--- src/rtl/uart_tx_queue_pkg.sv ---
// ============================================================================
// Module   : uart_tx_queue_pkg
// Purpose  : Shared types and constants for the keyboard-to-UART byte queue.
// Revision : 1.0 - initial release
// ============================================================================
`default_nettype none

package uart_tx_queue_pkg;

    typedef enum logic [1:0] {
        IDLE      = 2'd0,
        START     = 2'd1,
        WAIT_BUSY = 2'd2,
        WAIT_DONE = 2'd3
    } UartTxState_t;

    localparam int UART_TX_QUEUE_DEPTH = 16;

    localparam logic [7:0] ASCII_CR = 8'h0D;
    localparam logic [7:0] ASCII_LF = 8'h0A;

endpackage

`default_nettype wire

--- src/rtl/uart_byte_fifo.sv ---
// ============================================================================
// Module   : uart_byte_fifo
// Purpose  : Circular byte FIFO with registered count/full/empty and a
//            saturating overflow drop counter.
// Revision : 1.0 - initial release
// ============================================================================
`default_nettype none

module uart_byte_fifo #(
    parameter int DEPTH      = 16,
    parameter int DATA_WIDTH = 8
) (
    input  logic                       clk,
    input  logic                       rst,
    input  logic                       push,
    input  logic [DATA_WIDTH-1:0]      push_data,
    input  logic                       pop,
    output logic [DATA_WIDTH-1:0]      head,
    output logic                       full,
    output logic                       empty,
    output logic [$clog2(DEPTH):0]     count,
    output logic [7:0]                 drop_count
);

    localparam int AW = $clog2(DEPTH);
    localparam int CW = AW + 1;
    localparam logic [CW-1:0] FULL_COUNT = CW'(DEPTH);

    logic [DATA_WIDTH-1:0] mem [DEPTH];
    logic [AW-1:0]         wr_ptr;
    logic [AW-1:0]         rd_ptr;
    logic [CW-1:0]         count_next;
    logic                  do_push;
    logic                  do_pop;

    // full is the registered value, so a same-cycle pop never admits a push
    assign do_push = push && !full;
    assign do_pop  = pop && !empty;
    assign head    = mem[rd_ptr];

    always_comb begin
        count_next = count;
        case ({do_push, do_pop})
            2'b10:   count_next = count + 1'b1;
            2'b01:   count_next = count - 1'b1;
            default: count_next = count;
        endcase
    end

    always_ff @(posedge clk) begin
        if (do_push) begin
            mem[wr_ptr] <= push_data;
        end
    end

    always_ff @(posedge clk) begin
        if (rst) begin
            wr_ptr     <= '0;
            rd_ptr     <= '0;
            count      <= '0;
            full       <= 1'b0;
            empty      <= 1'b1;
            drop_count <= 8'd0;
        end else begin
            if (do_push) begin
                wr_ptr <= wr_ptr + 1'b1;
            end
            if (do_pop) begin
                rd_ptr <= rd_ptr + 1'b1;
            end
            count <= count_next;
            full  <= (count_next == FULL_COUNT);
            empty <= (count_next == '0);
            if (push && full && (drop_count != 8'hFF)) begin
                drop_count <= drop_count + 8'd1;
            end
        end
    end

endmodule

`default_nettype wire

--- src/rtl/uart_tx_queue.sv ---
// ============================================================================
// Module   : uart_tx_queue
// Purpose  : Buffers keyboard bytes and hands them one at a time to the UART
//            transmitter while it is idle. Option macro: TX_QUEUE_CRLF_EN
//            (append LF after every transmitted CR).
// Revision : 1.0 - initial release
// ============================================================================
`default_nettype none

module uart_tx_queue
    import uart_tx_queue_pkg::*;
#(
    parameter int DEPTH        = UART_TX_QUEUE_DEPTH,
    parameter int DATA_WIDTH   = 8,
    parameter int BUSY_TIMEOUT = 4
) (
    input  logic                       clk,
    input  logic                       rst,
    input  logic                       push,
    input  logic [DATA_WIDTH-1:0]      pushData,
    output logic                       full,
    output logic                       empty,
    output logic [$clog2(DEPTH):0]     count,
    output logic [7:0]                 dropCount,
    input  logic                       uartBusy,
    output logic                       uartStart,
    output logic [DATA_WIDTH-1:0]      uartData
);

    localparam int TW = $clog2(BUSY_TIMEOUT + 1);

    UartTxState_t          state;
    UartTxState_t          state_next;
    logic [TW-1:0]         timer;
    logic                  timeout;
    logic                  pop;
    logic                  load;
    logic [DATA_WIDTH-1:0] load_data;
    logic [DATA_WIDTH-1:0] head;
    logic                  pending_lf;

    uart_byte_fifo #(
        .DEPTH      (DEPTH),
        .DATA_WIDTH (DATA_WIDTH)
    ) u_fifo (
        .clk        (clk),
        .rst        (rst),
        .push       (push),
        .push_data  (pushData),
        .pop        (pop),
        .head       (head),
        .full       (full),
        .empty      (empty),
        .count      (count),
        .drop_count (dropCount)
    );

    assign timeout = (timer == TW'(BUSY_TIMEOUT - 1));

    always_comb begin
        state_next = state;
        pop        = 1'b0;
        load       = 1'b0;
        load_data  = head;
        uartStart  = 1'b0;
        case (state)
            IDLE: begin
                if (pending_lf || !empty) begin
                    load       = 1'b1;
                    state_next = START;
                    if (pending_lf) begin
                        load_data = DATA_WIDTH'(ASCII_LF);
                    end else begin
                        pop = 1'b1;
                    end
                end
            end
            START: begin
                uartStart  = 1'b1;
                state_next = WAIT_BUSY;
            end
            WAIT_BUSY: begin
                // the timeout covers a busy pulse that was never observed
                if (uartBusy || timeout) begin
                    state_next = WAIT_DONE;
                end
            end
            WAIT_DONE: begin
                if (!uartBusy) begin
                    state_next = IDLE;
                end
            end
            default: state_next = IDLE;
        endcase
    end

    always_ff @(posedge clk) begin
        if (rst) begin
            state    <= IDLE;
            timer    <= '0;
            uartData <= '0;
        end else begin
            state <= state_next;
            if (state != WAIT_BUSY) begin
                timer <= '0;
            end else begin
                timer <= timer + 1'b1;
            end
            if (load) begin
                uartData <= load_data;
            end
        end
    end

`ifdef TX_QUEUE_CRLF_EN
    always_ff @(posedge clk) begin
        if (rst) begin
            pending_lf <= 1'b0;
        end else if (state == WAIT_BUSY && state_next == WAIT_DONE &&
                     uartData == DATA_WIDTH'(ASCII_CR)) begin
            pending_lf <= 1'b1;
        end else if (load && pending_lf) begin
            pending_lf <= 1'b0;
        end
    end
`else
    assign pending_lf = 1'b0;
`endif

endmodule

`default_nettype wire

--- config.mk ---
export PLATFORM = sky130hd
export DESIGN_NAME = uart_tx_queue
export DESIGN_NICKNAME = d
export VERILOG_FILES = /design/src/rtl/uart_tx_queue_pkg.sv /design/src/rtl/uart_byte_fifo.sv /design/src/rtl/uart_tx_queue.sv
export SDC_FILE = /design/constraint.sdc
export NUM_CORES = 1
export LEC_CHECK = 0
export ABC_AREA = 1
export CELL_PAD_IN_SITES_DETAIL_PLACEMENT = 2
export CELL_PAD_IN_SITES_GLOBAL_PLACEMENT = 2
export CORE_MARGIN = 1
export CORE_UTILIZATION = 40
export DETAILED_ROUTE_END_ITERATION = 8
export HOLD_SLACK_MARGIN = 0.06
export PLACE_DENSITY_LB_ADDON = 0.1
export RECOVER_POWER = 50
export SLEW_MARGIN = 0
export SYNTH_ARGS = -nofsm -noshare
export SYNTH_HDL_FRONTEND = slang
export SYNTH_SLANG_ARGS = --single-unit
export TNS_END_PERCENT = 20
--- constraint.sdc ---
create_clock -name clk -period 2.5 [get_ports clk]
set_clock_uncertainty 0.15 [all_clocks]
set_input_delay 0.375 -clock clk [delete_from_list [all_inputs] [get_ports clk]]
set_output_delay 0.375 -clock clk [all_outputs]
set_load 0.005 [all_outputs]
==> run_1/registers.png <==
Other sequential cells in the stronger grey, the rest of the logic in the fainter grey.
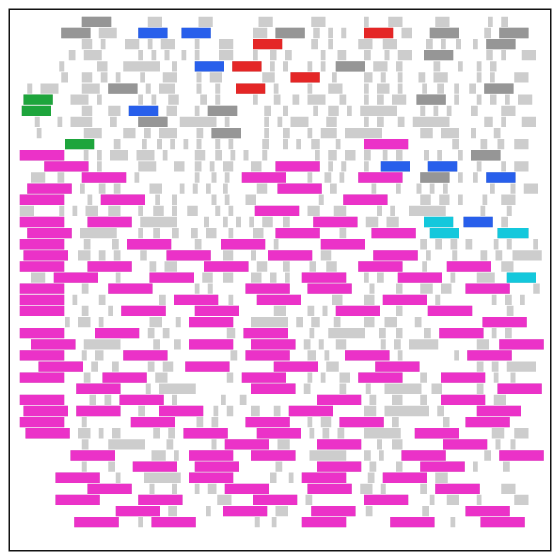
colour	name in the netlist	flops
red	`u_fifo.count`	5
blue	`uartData`	8
magenta	`u_fifo.mem`	128
cyan	`u_fifo.rd_ptr`	4
green	`timer`	3
not coloured	16

==> run_1/final_congestion.png <==
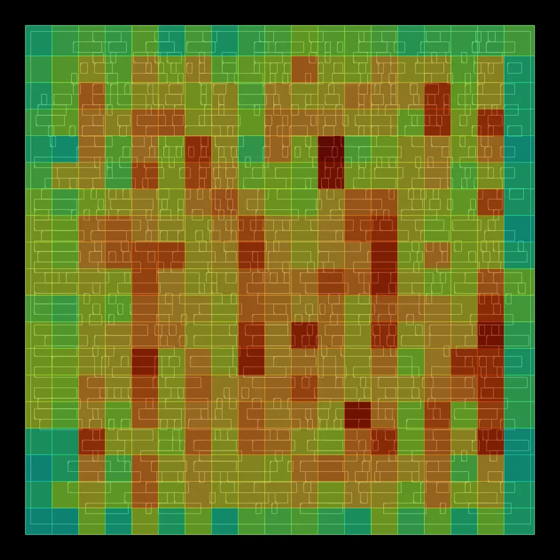
final core area utilization: 0.4878
GR Layer Usage met3: 0.04729
Overall Global Routing Usage: 0.2459
GR Util met2: 0.4148
met1 GRT Util: 0.3151

==> run_1/met2.png <==
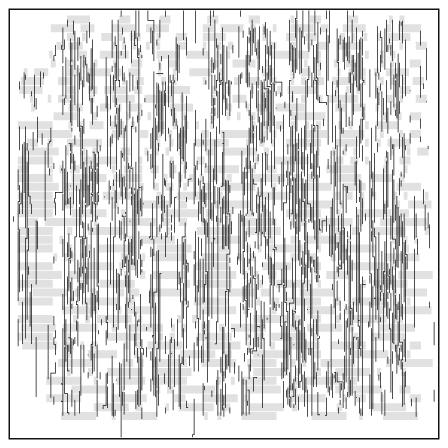
longest straight run	54.4 um
nets with wire on the layer	625

==> results.txt, run 1 <==
flow finished, numbers: status=finished clean, Synthesized Nets=628, Most Crowded Layer GR=met2, fa+ha+maj area frac=0.02772, # Taps=220, Crit path arrival time=2520 ps, Max stage delay on crit path=330 ps, main flop type=edfxtp_1, Mux area share=0, Core Region=16580 um2, Reg clk slew, reported paths=60 ps, Fin Setup TNS=0 ps, Comb gates=366, remaining global-route overflow=0, FF-to-FF Start=state[0], vias=4969, post-synthesis instance area=6770 um2, CTS tree=built, Post-synth EDFFs=128, Mapped Avg Cell Area=11.26 um2, post-DP HPWL=13320 um, average wire per standard cell=22.38 um, Iteration-0 DRC Markers=316, fin. max-slew vios=0, RD Place Congestion=0.7628, layout cells sized above 1=0.1142, CP cell instances=inv_2 -> ha_2 -> inv_2 -> nor2_4 -> nand2_4 -> nand2_1 -> nand2_1 -> ha_1 -> o21ai_0 -> nand2_1 -> nor2_1 -> nand3_1 -> o21ai_1, required time of the worst setup path=2710 ps, Post-synth ARST share=0, CP endpoint=u_fifo.empty, # port buffers=35, internal power=0.005363 W, first-pass GRT wire length=31530 um, most frequent logic cell in the layout=edfxtp_1, Max power group=sequential cells, Hold Path Depth=1, Slew @ Worst Pin=721.4 ps, P_sw=0.002758 W, cts bufs inserted=17, dpl cells=859, biggest area consumer among synthesized cells=edfxtp_1, worst-case reg-to-reg path depth=13, Layout Cell Area excl Fill=8089 um2, DP Worst Slack=25.15 ps
==> inputs of run 2 (changes only) <==
Settings changed: SLEW_MARGIN 0 to not set.
==> run_2/met3.png <==
The bar under the picture is 50 um long.
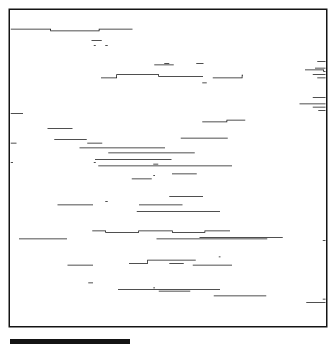
nets with wire on the layer	40
main direction	horizontal
share of all routed wire	4.1%
wire length on this layer	821 um

==> results.txt, run 2 <==
flow finished, numbers: Post-synth EDFFs=128 (unchanged), GR Util met2=0.4148 (unchanged), CP endpoint=u_fifo.empty, met1 GRT Util=0.3151 (unchanged), Reg clk slew, reported paths=60 ps (about the same), Fin Setup TNS=0 ps (unchanged), layout cells sized above 1=0.1142 (unchanged), post-synthesis instance area=6770 um2 (unchanged), post-DP HPWL=13320 um (unchanged), # Taps=220 (unchanged), # port buffers=35 (unchanged), Synthesized Nets=628 (unchanged), Slew @ Worst Pin=721.4 ps (unchanged), RD Place Congestion=0.7628 (unchanged), first-pass GRT wire length=31530 um (unchanged), vias=4969 (unchanged), required time of the worst setup path=2710 ps (about the same), average wire per standard cell=22.38 um (unchanged), Most Crowded Layer GR=met2, biggest area consumer among synthesized cells=edfxtp_1, status=finished clean, Max stage delay on crit path=330 ps (about the same), worst-case reg-to-reg path depth=13 (unchanged), CTS tree=built, GR Layer Usage met3=0.04729 (unchanged), Iteration-0 DRC Markers=316 (unchanged)
Power is estimated from default activity; no workload was simulated.
